File: src/rtl/mem_copy_engine.sv
// Block copy / fill engine for a single-port byte memory.
// Copies read-then-write per byte; fills write one byte per cycle.
module mem_copy_engine #(
    parameter int AW = 8,
    parameter int DW = 8
) (
    input  logic          clk,
    input  logic          rst_n,
    input  logic          start,
    input  logic          mode,
    input  logic [AW-1:0] src,
    input  logic [AW-1:0] dst,
    input  logic [AW-1:0] len,
    input  logic [DW-1:0] pattern,
    input  logic          abort,
    output logic          busy,
    output logic          done,
    output logic [AW-1:0] xfer_cnt,
    output logic          mem_we,
    output logic [AW-1:0] mem_addr,
    output logic [DW-1:0] mem_wdata,
    input  logic [DW-1:0] mem_rdata
);

    localparam logic [1:0] S_IDLE = 2'd0;
    localparam logic [1:0] S_RD   = 2'd1;
    localparam logic [1:0] S_WR   = 2'd2;
    localparam logic [1:0] S_FIN  = 2'd3;

    logic [1:0]    r_state;
    logic [AW-1:0] r_src;
    logic [AW-1:0] r_dst;
    logic [AW-1:0] r_len;
    logic          r_mode;
    logic [DW-1:0] r_pat;
    logic [DW-1:0] r_buf;
    logic [AW-1:0] r_cnt;

    logic [AW-1:0] w_cnt_nxt;
    logic          w_last;

    assign w_cnt_nxt = r_cnt + 1'b1;
    assign w_last    = (w_cnt_nxt == r_len) || abort;

    always_ff @(posedge clk) begin
        if (!rst_n) begin
            r_state <= S_IDLE;
            r_src   <= '0;
            r_dst   <= '0;
            r_len   <= '0;
            r_mode  <= 1'b0;
            r_pat   <= '0;
            r_buf   <= '0;
            r_cnt   <= '0;
        end else begin
            unique case (r_state)
                S_IDLE: begin
                    if (start) begin
                        r_src  <= src;
                        r_dst  <= dst;
                        r_len  <= len;
                        r_mode <= mode;
                        r_pat  <= pattern;
                        r_cnt  <= '0;
                        if (len == '0)
                            r_state <= S_FIN;
                        else if (mode)
                            r_state <= S_WR;
                        else
                            r_state <= S_RD;
                    end
                end
                S_RD: begin
                    // An abort here leaves the count untouched: no write issued
                    if (abort) begin
                        r_state <= S_FIN;
                    end else begin
                        r_buf   <= mem_rdata;
                        r_state <= S_WR;
                    end
                end
                S_WR: begin
                    r_cnt <= w_cnt_nxt;
                    if (w_last)
                        r_state <= S_FIN;
                    else if (r_mode)
                        r_state <= S_WR;
                    else
                        r_state <= S_RD;
                end
                S_FIN: begin
                    r_state <= S_IDLE;
                end
                default: begin
                    r_state <= S_IDLE;
                end
            endcase
        end
    end

    always_comb begin
        busy      = 1'b0;
        done      = 1'b0;
        mem_we    = 1'b0;
        mem_addr  = '0;
        mem_wdata = '0;
        unique case (r_state)
            S_RD: begin
                busy     = 1'b1;
                mem_addr = r_src + r_cnt;
            end
            S_WR: begin
                busy      = 1'b1;
                mem_we    = 1'b1;
                mem_addr  = r_dst + r_cnt;
                mem_wdata = r_mode ? r_pat : r_buf;
            end
            S_FIN: begin
                done = 1'b1;
            end
            default: begin
                busy = 1'b0;
            end
        endcase
    end

    assign xfer_cnt = r_cnt;

endmodule

File: config.mk
export PLATFORM = sky130hd
export DESIGN_NAME = mem_copy_engine
export DESIGN_NICKNAME = d
export VERILOG_FILES = /design/src/rtl/mem_copy_engine.sv
export SDC_FILE = /design/constraint.sdc
export NUM_CORES = 1
export LEC_CHECK = 0
export ABC_AREA = 1
export CAP_MARGIN = 15
export CORE_MARGIN = 5
export CORE_UTILIZATION = 49
export DETAILED_ROUTE_END_ITERATION = 10
export PLACE_DENSITY = 0.81
export SYNTH_ARGS = -nofsm -noshare
export SYNTH_HDL_FRONTEND = slang
export SYNTH_SLANG_ARGS = --single-unit
File: constraint.sdc
create_clock -name clk -period 3 [get_ports clk]
set_input_delay 0.45 -clock clk [delete_from_list [all_inputs] [get_ports clk]]
set_output_delay 0.45 -clock clk [all_outputs]
set_load 0.05 [all_outputs]
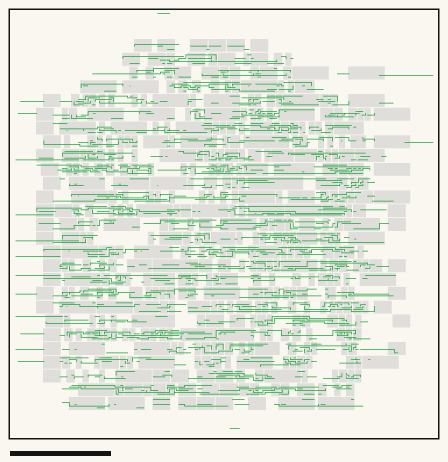
Figure 1: the metal 1 layer.
The bar under the picture is 20 um long. Cells faint in the background.
wire length on this layer = 3190 um
main direction = horizontal
nets with wire on the layer = 500
longest straight run = 28.1 um
share of all routed wire = 43%
total wire length: 7420 um
met1 demand-to-capacity share in global routing: 24.3%

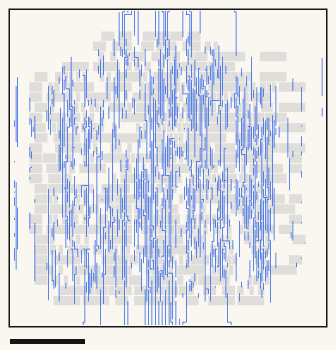
Figure 2: metal 2.
The bar under the picture is 20 um long. Cells faint in the background.
main direction = vertical
wire length on this layer = 3700 um
share of all routed wire = 50%
nets with wire on the layer = 428
via count of the routed design: 2887
met2 Use GR: 37.0%

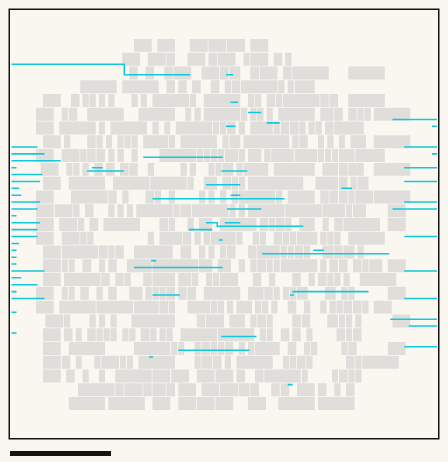
Figure 3: signal wires on met3.
The bar under the picture is 20 um long. Cells faint in the background.
nets with wire on the layer = 59
longest straight run = 25.8 um
main direction = horizontal
wire length on this layer = 397 um
share of all routed wire = 5.4%

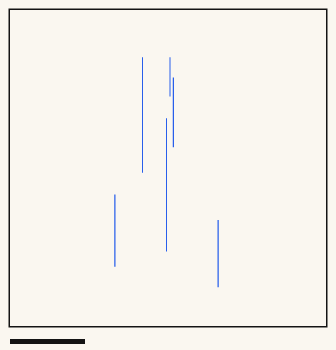
Figure 4: M4 wires.
The bar under the picture is 20 um long.
longest straight run = 35.4 um
main direction = vertical
wire length on this layer = 131 um

==> results.md <==
| Step | Item | Reported |
| --- | --- | --- |
| outcome | Outcome | finished clean |
| floorplanning | Area of the placeable core | 5440 sq um |
| final layout | Utilization after layout | 70.2% |
| place | Placer congestion estimate | 0.907 |
| yosys | Syn Area/Cell | 6.51 sq um |
| drt | Via-to-Cell Ratio | 5.11 |
| worst setup path | Stage delay of the slowest cell on the critical path | 380 ps |
| final layout | Non-clk bufs | 82 |
| final layout | Biggest cell category by area in the final layout | logic gates |
| pwr | Power attributed to combinational cells | 0.000458 W |
| worst setup path | Cell type of the slowest stage on the worst timing path | dfxtp_4 |
| worst setup path | Buffering stage count on the worst path with inverters included | 5 |
| worst setup path | Gate family responsible for the most delay along the worst path | adder cells |
| global route | Pin count of the biggest net entering global routing | 43 |
| pwr | Sequential power | 0.000776 W |
| worst hold path | Cell depth of the worst hold path | 2 |
| final timing | Worst slew margin relative to its limit | 64.4% |
| yosys | XOR Share, Synth | 0.966% |
| yosys | Yosys warnings | 0 |
| clock tree | Htree depth | 2 |
| worst setup path | Number of stages on the worst setup path | 17 |
| worst setup path | End of the critical path | mem_addr[6] |
| final timing | Post-layout worst setup margin | 11.2 ps |
| final timing | Unrepaired setup endpoints after global routing | true |
| final layout | Share of cell area taken by multi-input logic gates | 41.2% |
| clock tree | Clock Root Buffer | clkbuf_8 |
| pwr | Switch share | 31.0% |
| worst setup path | R2R depth | 11 |
| final layout | Most used cells in the layout excluding fill and tap cells | 102 x nor2_1, 69 x nand2_1, 64 x clkdlybuf4s50_1, 55 x o21ai_0, 49 x dfxtp_1 |
| yosys | Most frequently used flop master after synthesis | dfxtp_1 |
| worst setup path | Critical Path Start | r_state[0]$_SDFFE_PN0P_ |
| pwr | Max VDD drop | 0.000289 V |
| final timing | Count of endpoints failing hold in the final timing report | 0 |
| drt | DRT iter0 DRCs | 238 |
| final layout | Clock Buffer Count | 6 |
| final timing | Max frequency | 335 MHz |
| drt | Average wire per standard cell | 13.1 um |
| yosys | Area fraction in full adders, half adders and majority gates | 6.26% |
| yosys | Fraction of the mapped netlist area in simple logic gates | 30.8% |
| pwr | LEAKAGE | 1.59 nW |
| global route | Most used routing layer | met2 |
| final timing | Smallest hold slack | 477 ps |
| final timing | Final max-slew violation count | 0 |
| final layout | Number of logic gates | 315 |
| yosys | Area share of the largest cell type after synthesis | 37.5% |
| yosys | Synth top area cells | dfxtp_1 38%, nor2_1 14%, o21ai_0 11% |
| worst setup path | FF-to-FF Start | xfer_cnt[0]$_SDFFE_PN0P_ |
| worst setup path | Maximum fanout along the worst path | 7 |
| floorplanning | Number of ports placed on the die boundary | 72 |
| yosys | Fraction of synthesized area in multiplexers | 0% |
| yosys | Cell accounting for the most synthesized area | dfxtp_1 |
| yosys | Post-synth EDFFs | 0 |
| worst hold path | Worst Hold End | r_len[6]$_SDFFE_PN0P_ |
| global route | Total Routing Usage GR | 20.7% |
| pwr | P_clk | 0.000507 W |
| place | Hpwl dp | 5450 um |
| floorplanning | Number of well taps | 72 |
| worst setup path | Type of the worst setup path | reg -> out |
| place | Pre-CTS setup slack | 138 ps |
| final layout | Filler instances | 457 |
| final timing | Share of the clock period used by the worst path | 99.6% |
| final layout | Clock Network Area Fraction | 3.18% |
| worst setup path | List of cells traversed by the critical path | inv_4, ha_4, inv_4, nand2_2, nand2_2, ha_4, inv_2, fa_2, nor2_1, o21ai_1, nand2_1, nand2_1, nand2_1, a21oi_2, buf_4, a21oi_4, buf_12 |
| pwr | Part of the power in registers | 44.6% |
| yosys | List of most frequent post-synthesis cells | 103 x nor2_1, 71 x nand2_1, 58 x o21ai_0 |
| final layout | Area growth, synth to finish | 40.4% |
| global route | Global-route wire length before repair | 12100 um |
| floorplanning | Die X-Extent | 84.5 um |
| place | Cell Area, Placed | 3630 sq um |
| final timing | Setup violation total in the final timing report | 0 |
| drt | Number of nets still failing antenna checks after routing | 0 |
| pwr | Sum of internal, switching and leakage power | 0.00174 W |
| clock tree | Number of sinks driven by the clock tree | 51 |
| final layout | Proportion of cell area occupied by registers | 26.9% |
| worst setup path | Data required, critical path | 2550 ps |
| drt | Iteration count of the initial detailed-routing pass | 4 |
| global route | Met3 layer usage reported by global route | 4.32% |
| final timing | Setup_tns | 0 ps |
| worst hold path | HP Start | r_len[6]$_SDFFE_PN0P_ |
| drt | Top layer reached by signal wires | met4 |
| yosys | Number of different library cells in the post-synthesis netlist | 28 |
| final layout | Most common library cell in the layout ignoring fill and taps | nor2_1 |
| global route | Remaining Overflow, GRT | 0 |
| clock tree | Clk_lat worst skew | 310 ps |
| final layout | Final Cell Area | 3820 sq um |
| worst setup path | RR Endpoint | r_state[1]$_SDFFE_PN0P_ |
| yosys | FF+latch count, synth | 51 |
| worst setup path | Crit path capture type | output port |
| floorplanning | FP Rows | 27 |
| floorplanning | Total die size | 7140 sq um |
| yosys | Number of cell instances after yosys synthesis | 418 |
| worst setup path | CP most frequent cell | nand2_1 |
| final timing | Worst Skew | 4.91 ps |
No activity file was given, so power comes from the tool's default toggle rates.
